==> config.mk <==
export PLATFORM = sky130hd
export DESIGN_NAME = mem_bus_arbiter_flat
export DESIGN_NICKNAME = d
export VERILOG_FILES = /design/src/rtl/mem_bus_pkg.sv /design/src/rtl/mem_bus_arbiter_if.sv /design/src/rtl/mem_bus_resp_trk.sv /design/src/rtl/mem_bus_arbiter.sv /design/src/flat_wrapper.sv
export SDC_FILE = /design/constraint.sdc
export NUM_CORES = 1
export LEC_CHECK = 0
export ABC_AREA = 0
export ABC_CLOCK_PERIOD_IN_PS = 2200
export CORE_ASPECT_RATIO = 0.5
export CORE_MARGIN = 10
export CORE_UTILIZATION = 24
export CTS_CLUSTER_DIAMETER = 40
export DETAILED_ROUTE_END_ITERATION = 12
export PLACE_DENSITY = 0.83
export SETUP_SLACK_MARGIN = 0.05
export SLEW_MARGIN = 10
export SYNTH_ARGS = -nofsm -noshare
export SYNTH_HDL_FRONTEND = slang
export SYNTH_HIERARCHICAL = 1
export SYNTH_SLANG_ARGS = --single-unit
==> constraint.sdc <==
create_clock -name clk_sys -period 2.2 [get_ports clk_sys]
set_input_delay 0.44 -clock clk_sys [delete_from_list [all_inputs] [get_ports clk_sys]]
set_output_delay 0.44 -clock clk_sys [all_outputs]
set_load 0.02 [all_outputs]
==> src/rtl/mem_bus_pkg.sv <==
// Shared types and defaults for the instruction/data SRAM arbiter.
package mem_bus_pkg;

  typedef enum logic {
    OWN_INSTR = 1'b0,
    OWN_DATA  = 1'b1
  } owner_e;

  localparam int unsigned MemSizeDefault  = 8192;
  localparam logic [31:0] MemStartDefault = 32'h0000_0000;

  // True when addr falls inside the window [start, start + mask].
  function automatic logic win_hit(input logic [31:0] addr,
                                   input logic [31:0] start,
                                   input logic [31:0] mask);
    return (addr & ~mask) == start;
  endfunction

endpackage

==> src/rtl/mem_bus_arbiter_if.sv <==
// Core-side instruction and data request/response ports of the SRAM arbiter.
interface mem_bus_arbiter_if;

  logic        instr_req_i;
  logic [31:0] instr_addr_i;
  logic        instr_gnt_o;
  logic        instr_rvalid_o;
  logic        instr_err_o;
  logic [31:0] instr_rdata_o;

  logic        data_req_i;
  logic        data_we_i;
  logic [3:0]  data_be_i;
  logic [31:0] data_addr_i;
  logic [31:0] data_wdata_i;
  logic        data_gnt_o;
  logic        data_rvalid_o;
  logic        data_err_o;
  logic [31:0] data_rdata_o;

  // Core side drives requests.
  modport master (
    output instr_req_i, instr_addr_i,
    input  instr_gnt_o, instr_rvalid_o, instr_err_o, instr_rdata_o,
    output data_req_i, data_we_i, data_be_i, data_addr_i, data_wdata_i,
    input  data_gnt_o, data_rvalid_o, data_err_o, data_rdata_o
  );

  // Arbiter side answers them.
  modport slave (
    input  instr_req_i, instr_addr_i,
    output instr_gnt_o, instr_rvalid_o, instr_err_o, instr_rdata_o,
    input  data_req_i, data_we_i, data_be_i, data_addr_i, data_wdata_i,
    output data_gnt_o, data_rvalid_o, data_err_o, data_rdata_o
  );

endinterface

==> src/rtl/mem_bus_resp_trk.sv <==
// Tracks the single outstanding SRAM response and steers it to the owning port.
module mem_bus_resp_trk
  import mem_bus_pkg::*;
(
  input  logic        clk_i,
  input  logic        rst_i,
  input  logic        gnt_i,
  input  owner_e      owner_i,
  input  logic        miss_i,
  input  logic [31:0] mem_rdata_i,
  output logic        instr_rvalid_o,
  output logic        instr_err_o,
  output logic [31:0] instr_rdata_o,
  output logic        data_rvalid_o,
  output logic        data_err_o,
  output logic [31:0] data_rdata_o
);

  logic   resp_valid_q, resp_valid_d;
  owner_e resp_owner_q, resp_owner_d;
  logic   resp_err_q,   resp_err_d;

  always_comb begin
    resp_valid_d = gnt_i;
    resp_owner_d = resp_owner_q;
    resp_err_d   = 1'b0;
    if (gnt_i) begin
      resp_owner_d = owner_i;
      resp_err_d   = miss_i;
    end
  end

  always_ff @(posedge clk_i or posedge rst_i) begin
    if (rst_i) begin
      resp_valid_q <= 1'b0;
      resp_owner_q <= OWN_INSTR;
      resp_err_q   <= 1'b0;
    end else begin
      resp_valid_q <= resp_valid_d;
      resp_owner_q <= resp_owner_d;
      resp_err_q   <= resp_err_d;
    end
  end

  logic        resp_instr, resp_data;
  logic [31:0] resp_rdata;

  always_comb begin
    resp_instr = resp_valid_q && (resp_owner_q == OWN_INSTR);
    resp_data  = resp_valid_q && (resp_owner_q == OWN_DATA);
    // Error responses never leak SRAM data.
    resp_rdata = (resp_valid_q && !resp_err_q) ? mem_rdata_i : 32'h0;

    instr_rvalid_o = resp_instr;
    instr_err_o    = resp_instr & resp_err_q;
    instr_rdata_o  = resp_instr ? resp_rdata : 32'h0;
    data_rvalid_o  = resp_data;
    data_err_o     = resp_data & resp_err_q;
    data_rdata_o   = resp_data ? resp_rdata : 32'h0;
  end

endmodule

==> src/rtl/mem_bus_arbiter.sv <==
// Arbitrates ibex instruction and data ports onto one single-port SRAM.
// Define MEM_ARB_FAIR_EN for round-robin; default is fixed instruction priority.
module mem_bus_arbiter
  import mem_bus_pkg::*;
#(
  parameter int unsigned MEM_SIZE  = MemSizeDefault,
  parameter logic [31:0] MEM_START = MemStartDefault
) (
  input  logic               clk_sys,
  input  logic               rst_sys,
  mem_bus_arbiter_if.slave   bus,
  output logic               mem_req_o,
  output logic               mem_we_o,
  output logic [3:0]         mem_be_o,
  output logic [31:0]        mem_addr_o,
  output logic [31:0]        mem_wdata_o,
  input  logic [31:0]        mem_rdata_i
);

  localparam logic [31:0] MEM_MASK = 32'(MEM_SIZE - 1);

  logic        prefer_instr;
  logic        instr_wins, data_wins, gnt_any;
  logic [31:0] win_addr;
  logic        hit;
  owner_e      win_owner;

`ifdef MEM_ARB_FAIR_EN
  owner_e last_winner_q, last_winner_d;

  always_comb begin
    last_winner_d = last_winner_q;
    if (gnt_any) last_winner_d = win_owner;
  end

  always_ff @(posedge clk_sys or posedge rst_sys) begin
    if (rst_sys) last_winner_q <= OWN_DATA;
    else         last_winner_q <= last_winner_d;
  end

  assign prefer_instr = (last_winner_q == OWN_DATA);
`else
  assign prefer_instr = 1'b1;
`endif

  // Grants are suppressed while reset is held so nothing is accepted and then dropped.
  always_comb begin
    instr_wins = !rst_sys && bus.instr_req_i && (!bus.data_req_i || prefer_instr);
    data_wins  = !rst_sys && bus.data_req_i && !instr_wins;
    gnt_any    = instr_wins || data_wins;
    win_owner  = instr_wins ? OWN_INSTR : OWN_DATA;
    win_addr   = instr_wins ? bus.instr_addr_i : bus.data_addr_i;
    hit        = win_hit(win_addr, MEM_START, MEM_MASK);
  end

  assign bus.instr_gnt_o = instr_wins;
  assign bus.data_gnt_o  = data_wins;

  always_comb begin
    mem_req_o   = 1'b0;
    mem_we_o    = 1'b0;
    mem_be_o    = 4'h0;
    mem_addr_o  = 32'h0;
    mem_wdata_o = 32'h0;
    if (gnt_any && hit) begin
      mem_req_o  = 1'b1;
      mem_addr_o = win_addr;
      if (instr_wins) begin
        mem_be_o = 4'hF;
      end else begin
        mem_we_o    = bus.data_we_i;
        mem_be_o    = bus.data_be_i;
        mem_wdata_o = bus.data_wdata_i;
      end
    end
  end

  mem_bus_resp_trk u_resp_trk (
    .clk_i          (clk_sys),
    .rst_i          (rst_sys),
    .gnt_i          (gnt_any),
    .owner_i        (win_owner),
    .miss_i         (!hit),
    .mem_rdata_i    (mem_rdata_i),
    .instr_rvalid_o (bus.instr_rvalid_o),
    .instr_err_o    (bus.instr_err_o),
    .instr_rdata_o  (bus.instr_rdata_o),
    .data_rvalid_o  (bus.data_rvalid_o),
    .data_err_o     (bus.data_err_o),
    .data_rdata_o   (bus.data_rdata_o)
  );

endmodule

==> src/flat_wrapper.sv <==
// flat-port wrapper written by rule: the top's interface ports become plain ports
module mem_bus_arbiter_flat import mem_bus_pkg::*;
#(
  parameter int unsigned MEM_SIZE  = MemSizeDefault,
  parameter logic [31:0] MEM_START = MemStartDefault
)
  (clk_sys, rst_sys, mem_req_o, mem_we_o, mem_be_o, mem_addr_o, mem_wdata_o, mem_rdata_i, bus_instr_req_i, bus_instr_addr_i, bus_instr_gnt_o, bus_instr_rvalid_o, bus_instr_err_o, bus_instr_rdata_o, bus_data_req_i, bus_data_we_i, bus_data_be_i, bus_data_addr_i, bus_data_wdata_i, bus_data_gnt_o, bus_data_rvalid_o, bus_data_err_o, bus_data_rdata_o);
  mem_bus_arbiter_if bus_i ();
  input  logic clk_sys;
  input  logic rst_sys;
  output logic mem_req_o;
  output logic mem_we_o;
  output logic [3:0] mem_be_o;
  output logic [31:0] mem_addr_o;
  output logic [31:0] mem_wdata_o;
  input  logic [31:0] mem_rdata_i;
  input wire logic [$bits(bus_i.instr_req_i)-1:0] bus_instr_req_i;
  input wire logic [$bits(bus_i.instr_addr_i)-1:0] bus_instr_addr_i;
  output wire logic [$bits(bus_i.instr_gnt_o)-1:0] bus_instr_gnt_o;
  output wire logic [$bits(bus_i.instr_rvalid_o)-1:0] bus_instr_rvalid_o;
  output wire logic [$bits(bus_i.instr_err_o)-1:0] bus_instr_err_o;
  output wire logic [$bits(bus_i.instr_rdata_o)-1:0] bus_instr_rdata_o;
  input wire logic [$bits(bus_i.data_req_i)-1:0] bus_data_req_i;
  input wire logic [$bits(bus_i.data_we_i)-1:0] bus_data_we_i;
  input wire logic [$bits(bus_i.data_be_i)-1:0] bus_data_be_i;
  input wire logic [$bits(bus_i.data_addr_i)-1:0] bus_data_addr_i;
  input wire logic [$bits(bus_i.data_wdata_i)-1:0] bus_data_wdata_i;
  output wire logic [$bits(bus_i.data_gnt_o)-1:0] bus_data_gnt_o;
  output wire logic [$bits(bus_i.data_rvalid_o)-1:0] bus_data_rvalid_o;
  output wire logic [$bits(bus_i.data_err_o)-1:0] bus_data_err_o;
  output wire logic [$bits(bus_i.data_rdata_o)-1:0] bus_data_rdata_o;
  assign bus_i.instr_req_i = bus_instr_req_i;
  assign bus_i.instr_addr_i = bus_instr_addr_i;
  assign bus_instr_gnt_o = bus_i.instr_gnt_o;
  assign bus_instr_rvalid_o = bus_i.instr_rvalid_o;
  assign bus_instr_err_o = bus_i.instr_err_o;
  assign bus_instr_rdata_o = bus_i.instr_rdata_o;
  assign bus_i.data_req_i = bus_data_req_i;
  assign bus_i.data_we_i = bus_data_we_i;
  assign bus_i.data_be_i = bus_data_be_i;
  assign bus_i.data_addr_i = bus_data_addr_i;
  assign bus_i.data_wdata_i = bus_data_wdata_i;
  assign bus_data_gnt_o = bus_i.data_gnt_o;
  assign bus_data_rvalid_o = bus_i.data_rvalid_o;
  assign bus_data_err_o = bus_i.data_err_o;
  assign bus_data_rdata_o = bus_i.data_rdata_o;
  mem_bus_arbiter #(.MEM_SIZE(MEM_SIZE), .MEM_START(MEM_START)) u_core (.clk_sys(clk_sys), .rst_sys(rst_sys), .bus(bus_i), .mem_req_o(mem_req_o), .mem_we_o(mem_we_o), .mem_be_o(mem_be_o), .mem_addr_o(mem_addr_o), .mem_wdata_o(mem_wdata_o), .mem_rdata_i(mem_rdata_i));
endmodule
### Routed metal per tile, run 1

29 x 16 tiles, from dark purple (low) to yellow (high), scaled to the fullest tile. Values are wire area over tile area, all layers added.
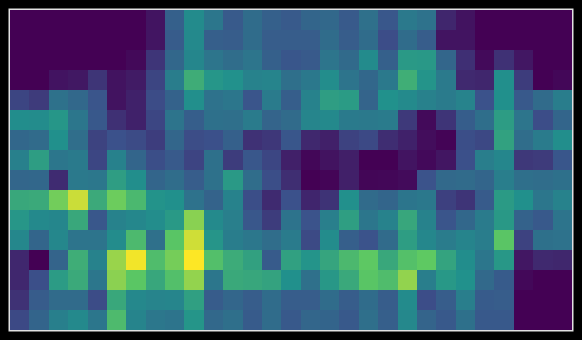
- densest ninth of the die: south-west
- nearly empty tiles: 11%
- mean over tiles: 0.16
- tiles over half the peak: 17%
- fullest tile: 0.48

### Wiring by layer, run 1

Only two layers are drawn.
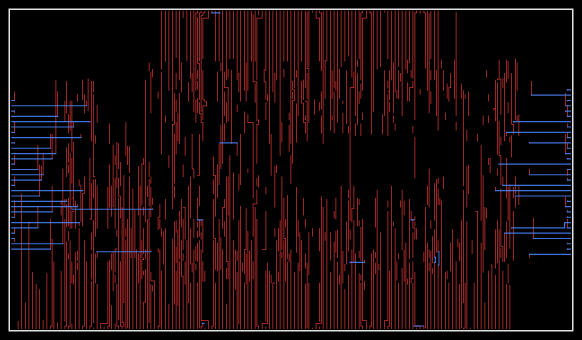
- metal 3: blue (wire length 514 um)
- metal 2: red (wire length 7160 um)

==> flow_metrics.py, run 1 <==
# Auto-generated metrics
metrics = {
    "finish": {
        "n_antenna_cell": 0,
        "drive_above_1_share_pct": 42.13,
        "nets": 608,
        "fin_area_sq_um": 4976,
    },
    "place": {
        "dpl.cell_count": 554,
    },
    "status": {
        "status": "finished with violations",
        "violations": "setup timing",
    },
    "critical_path": {
        "critPathTopFamily": "simple AND/OR/NAND/NOR gates",
        "max_stage_delay_ns": 0.30,
        "cp.depth": 8,
        "crit_path_end_kind": "primary output",
        "worst-path-buf-inv": 4,
    },
    "clock_network": {
        "cts_root_buf": "clkbuf_16",
        "cts_setup_buffers": 6,
        "hold_buffers": 0,
        "clock_path_buffers": 2,
    },
    "yosys": {
        "synth.largest_area_cell": "and4bb_2",
        "yosysWarnings": 6,
        "yosys_area_sq_um": 1846,
    },
    "sta": {
        "setup_viol": 32,
        "fin_ws_ns": -0.06668,
        "fmax_ghz": 0.4412,
    },
    "worst_hold_path": {
        "hold_class": "primary input to asynchronous set/reset pin",
    },
    "drt": {
        "num_vias": 2666,
    },
    "power": {
        "p_per_area_nw_per_um2": 203.8,
    },
}
### Clock wiring as the flow saved it, run 1

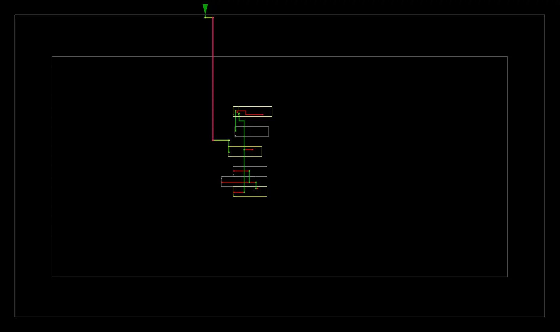
Seq cells: 3
CTS Buf Count: 3
clk sink count: 3
final clock skew: 0 ns
# clk buffers: 4

### Placed cells, one color a class, run 1

Scale bar: 50 um.
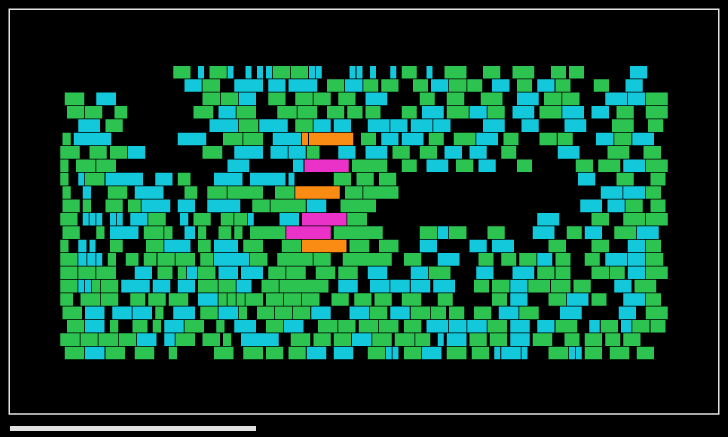
- flops: magenta (cells 3; share of their area 1.5%)
- combinational and other logic: cyan (cells 183; share of their area 38%)
- other buffers and delay cells: green (cells 280; share of their area 58%)
- clock drivers and dummy loads: orange (cells 4; share of their area 1.6%)

## run 1: power by group
part / leakage [nW] / switching, mW / internal [mW]
Clock: 0.0382 / 0.0460 / 0.239
Combinational: 2.61 / 0.299 / 0.366
Sequential: 0.0349 / 0.00368 / 0.0602
## run 1: flip-flops by register name (all words and copies together), names as in the netlist
register	count
u_core/u_resp_trk/resp_valid_q	1
u_core/u_resp_trk/resp_owner_q	1
u_core/u_resp_trk/resp_err_q	1
## run 1: cell type report
cell class              instances  area (sq um)  share of cell area, %
flip-flops and latches          3         75.07                  1.509
multi-input cells             179          1829                  36.76
inverters                       4         33.78                 0.6789
well taps                      96         120.1                  2.414
repair buffers                280          2839                  57.05
clock buffers                   4         78.83                  1.584
==> inputs of run 2 (changes only) <==
--- a/config.mk
+++ b/config.mk
@@ -11,6 +11,7 @@
 export CORE_MARGIN = 10
 export CORE_UTILIZATION = 24
 export CTS_CLUSTER_DIAMETER = 40
+export CTS_CLUSTER_SIZE = 20
 export DETAILED_ROUTE_END_ITERATION = 12
 export PLACE_DENSITY = 0.83
 export SETUP_SLACK_MARGIN = 0.05
### Clock wiring as the flow saved it, run 2

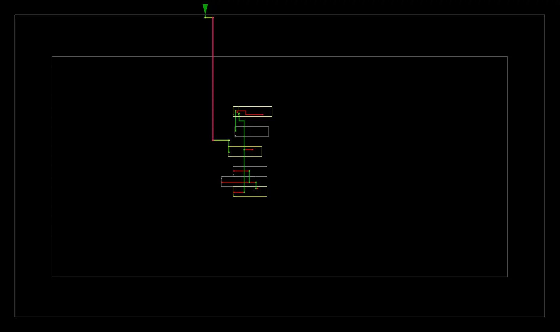
P_clk: 0.285 mW
clk_lat worst skew: 0.22 ns

### Placed cells, one color a class, run 2

Scale bar: 50 um.
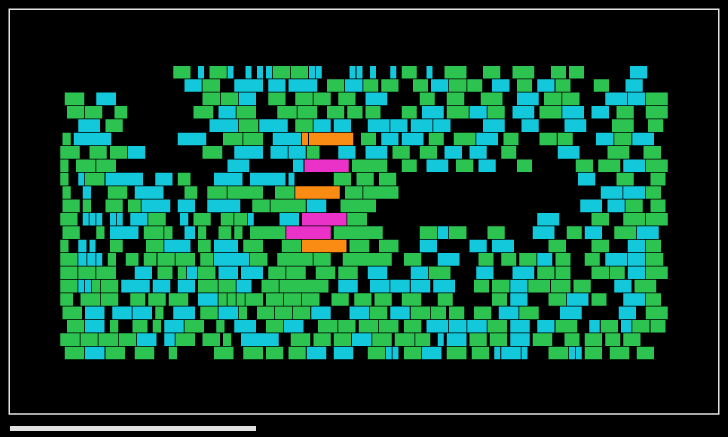
- combinational and other logic: cyan (cells 183; share of their area 38%)
- clock drivers and dummy loads: orange (cells 4; share of their area 1.6%)
- other buffers and delay cells: green (cells 280; share of their area 58%)
- flops: magenta (cells 3; share of their area 1.5%)

==> flow_metrics.py, run 2 <==
# Auto-generated metrics
metrics = {
    "status": {
        "status": "finished with violations",
        "violations": "setup timing",
    },
    "clock_network": {
        "clock_path_buffers": 2,
        "numCtsBuffers": 3,
        "cts_root_buf": "clkbuf_16",
        "clkSinkCount": 3,
    },
    "sta": {
        "fmax_ghz": 0.4412,
        "fin_ws_ns": -0.06668,
        "setup_viol": 32,
        "skew_ns": 0,
    },
    "drt": {
        "num_vias": 2666,
    },
    "finish": {
        "reg_top3": "u_core/u_resp_trk/resp_err_q (1), u_core/u_resp_trk/resp_owner_q (1), u_core/u_resp_trk/resp_valid_q (1)",
        "nets": 608,
        "comb_area_sq_um": 1829,
        "n_antenna_cell": 0,
        "fin_area_sq_um": 4976,
        "drive_above_1_share_pct": 42.13,
    },
    "yosys": {
        "ys.flops": 3,
        "yosysWarnings": 6,
        "ys_top_cells_by_count": "and3_1, and4b_1, and4bb_2",
        "synth-edff-count": 0,
        "synth.largest_area_cell": "and4bb_2",
    },
    "power": {
        "pg_seq_mw": 0.0639,
        "intPower_mw": 0.6648,
        "power_frac_seq_pct": 6.3,
        "p_per_area_nw_per_um2": 203.8,
        "p_comb_share_pct": 65.6,
        "top_power_group": "combinational cells",
        "comb_power_mw": 0.665,
        "pwr-share-clk_pct": 28.1,
    },
    "worst_hold_path": {
        "hold_class": "primary input to asynchronous set/reset pin",
    },
    "critical_path": {
        "max_stage_delay_ns": 0.30,
    },
    "place": {
        "dpl.cell_count": 554,
    },
}
==> run 2: cell counts in the layout (fill, tap and decap cells not counted) <==
No cell type changed its count.
==> run 2: worst max-delay path, delay by kind of cell <==
kind | cells | cell delay, ns
and+or+nand+nor | 3 | 0.62
buffers and inverters | 4 | 0.48
AOI/OAI and AO/OA | 1 | 0.27
==> run 2: cell type report <==
type | count | share of cell area [%]
Tap cell | 96 | 2.414
Inverter | 4 | 0.6789
Clock buffer | 4 | 1.584
Timing Repair Buffer | 280 | 57.05
Multi-Input combinational cell | 179 | 36.76
Sequential cell | 3 | 1.509
==> run 2: repair_timing <==
item | CTS | global route
hold buffers | 0 | 0
cloned | 3 | 0
setup endpoints to repair | 96 | 72
pin swaps | 42 | 13
setup buffers | 6 | 1
resized | 505 | 47
### Placement density heat map, run 2

Scale bar: 50 um. 14 x 8 tiles, from dark purple (low) to yellow (high), 0 to 100% covered.
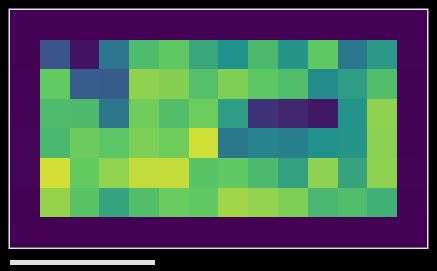

==> inputs of run 3 (changes only) <==
--- a/config.mk
+++ b/config.mk
@@ -6,14 +6,14 @@
 export NUM_CORES = 1
 export LEC_CHECK = 0
 export ABC_AREA = 0
-export ABC_CLOCK_PERIOD_IN_PS = 2200
+export ABC_CLOCK_PERIOD_IN_PS = 1900
 export CORE_ASPECT_RATIO = 0.5
 export CORE_MARGIN = 10
-export CORE_UTILIZATION = 24
+export CORE_UTILIZATION = 22
 export CTS_CLUSTER_DIAMETER = 40
 export CTS_CLUSTER_SIZE = 20
 export DETAILED_ROUTE_END_ITERATION = 12
-export PLACE_DENSITY = 0.83
+export PLACE_DENSITY = 0.87
 export SETUP_SLACK_MARGIN = 0.05
 export SLEW_MARGIN = 10
 export SYNTH_ARGS = -nofsm -noshare
==> constraint.sdc (replaced) <==
create_clock -name clk_sys -period 1.9 [get_ports clk_sys]
set_input_delay 0.38 -clock clk_sys [delete_from_list [all_inputs] [get_ports clk_sys]]
set_output_delay 0.38 -clock clk_sys [all_outputs]
set_load 0.02 [all_outputs]
### Placement density heat map, run 3

Scale bar: 50 um. 15 x 8 tiles, from dark purple (low) to yellow (high), 0 to 100% covered.
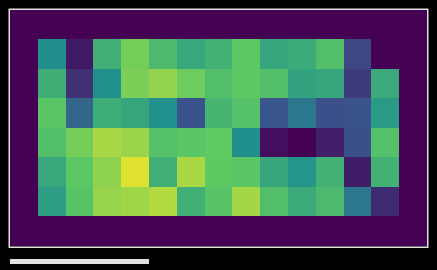
- fullest tile: 95%
- tiles over 75% full: 13%
- nearly empty tiles: 37%
- mean over tiles: 37%

==> flow_metrics.py, run 3 <==
# Auto-generated metrics
metrics = {
    "status": {
        "status": "finished with violations",
        "violations": "setup timing",
    },
    "drt": {
        "num_vias": 2799,
    },
    "yosys": {
        "yosysWarnings": 6,
        "synth.largest_area_cell": "and4bb_2",
        "ys_top_cells_by_count": "and3_1, and4b_1, and4bb_2",
    },
    "power": {
        "intPower_mw": 0.7514,
        "power_frac_seq_pct": 6.5,
        "p_comb_share_pct": 65.1,
        "pwr-share-clk_pct": 28.3,
        "p_per_area_nw_per_um2": 240.0,
    },
    "critical_path": {
        "worst-path-buf-inv": 6,
        "cp.depth": 10,
    },
    "finish": {
        "biggestCellCategory": "buffers",
        "comb_share_pct": 37.28,
        "n_antenna_cell": 0,
        "seq_share_pct": 1.567,
        "inverters": 4,
        "reg_top3": "u_core/u_resp_trk/resp_err_q (1), u_core/u_resp_trk/resp_owner_q (1), u_core/u_resp_trk/resp_valid_q (1)",
        "final-clk-cell-share_pct": 1.619,
        "final-nonclk-buf-share_pct": 56.04,
    },
    "clock_network": {
        "cts_setup_buffers": 11,
        "clock_path_buffers": 2,
        "clock_latency_ns": 0.22,
    },
    "floorplan": {
        "n_tap_cell": 112,
    },
    "sta": {
        "setup_viol": 51,
        "fmax_ghz": 0.4480,
        "fin_ws_ns": -0.3322,
    },
}
### Routed metal per tile, run 3

30 x 17 tiles, from dark purple (low) to yellow (high), scaled to the fullest tile. Values are wire area over tile area, all layers added.
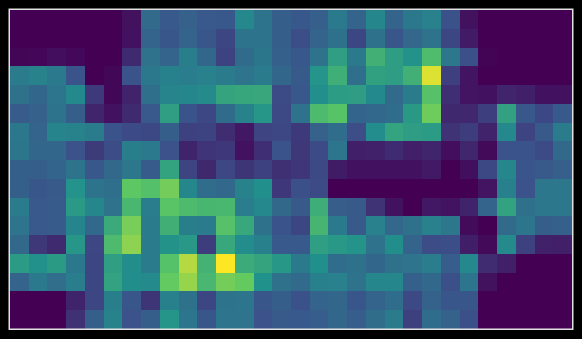
- tiles over half the peak: 14%
- nearly empty tiles: 14%
- mean over tiles: 0.16
- fullest tile: 0.53

==> run 3: cell counts after synthesis <==
Identical to the previous run, type by type.
==> run 3: metrics by stage <==
stage | cells | TNS [ns] | instance area [sq um] | hold slack (ns) | setup WS, ns
after floorplan | 237 | -1.259 | 2003 | 0.1336 | -0.03292
after global placement | 576 | -59.49 | 4561 | 0.7848 | -1.044
after detailed placement | 576 | -63.26 | 4561 | 0.7942 | -1.114
after CTS | 595 | -11.61 | 4923 | 0.2003 | -0.3398
after global routing | 593 | -15.43 | 4870 | 0.2183 | -0.3917
final | 593 | -12.13 | 4870 | 0.2081 | -0.3322
Power figures rest on the tool's default switching activity, not on a simulated workload.
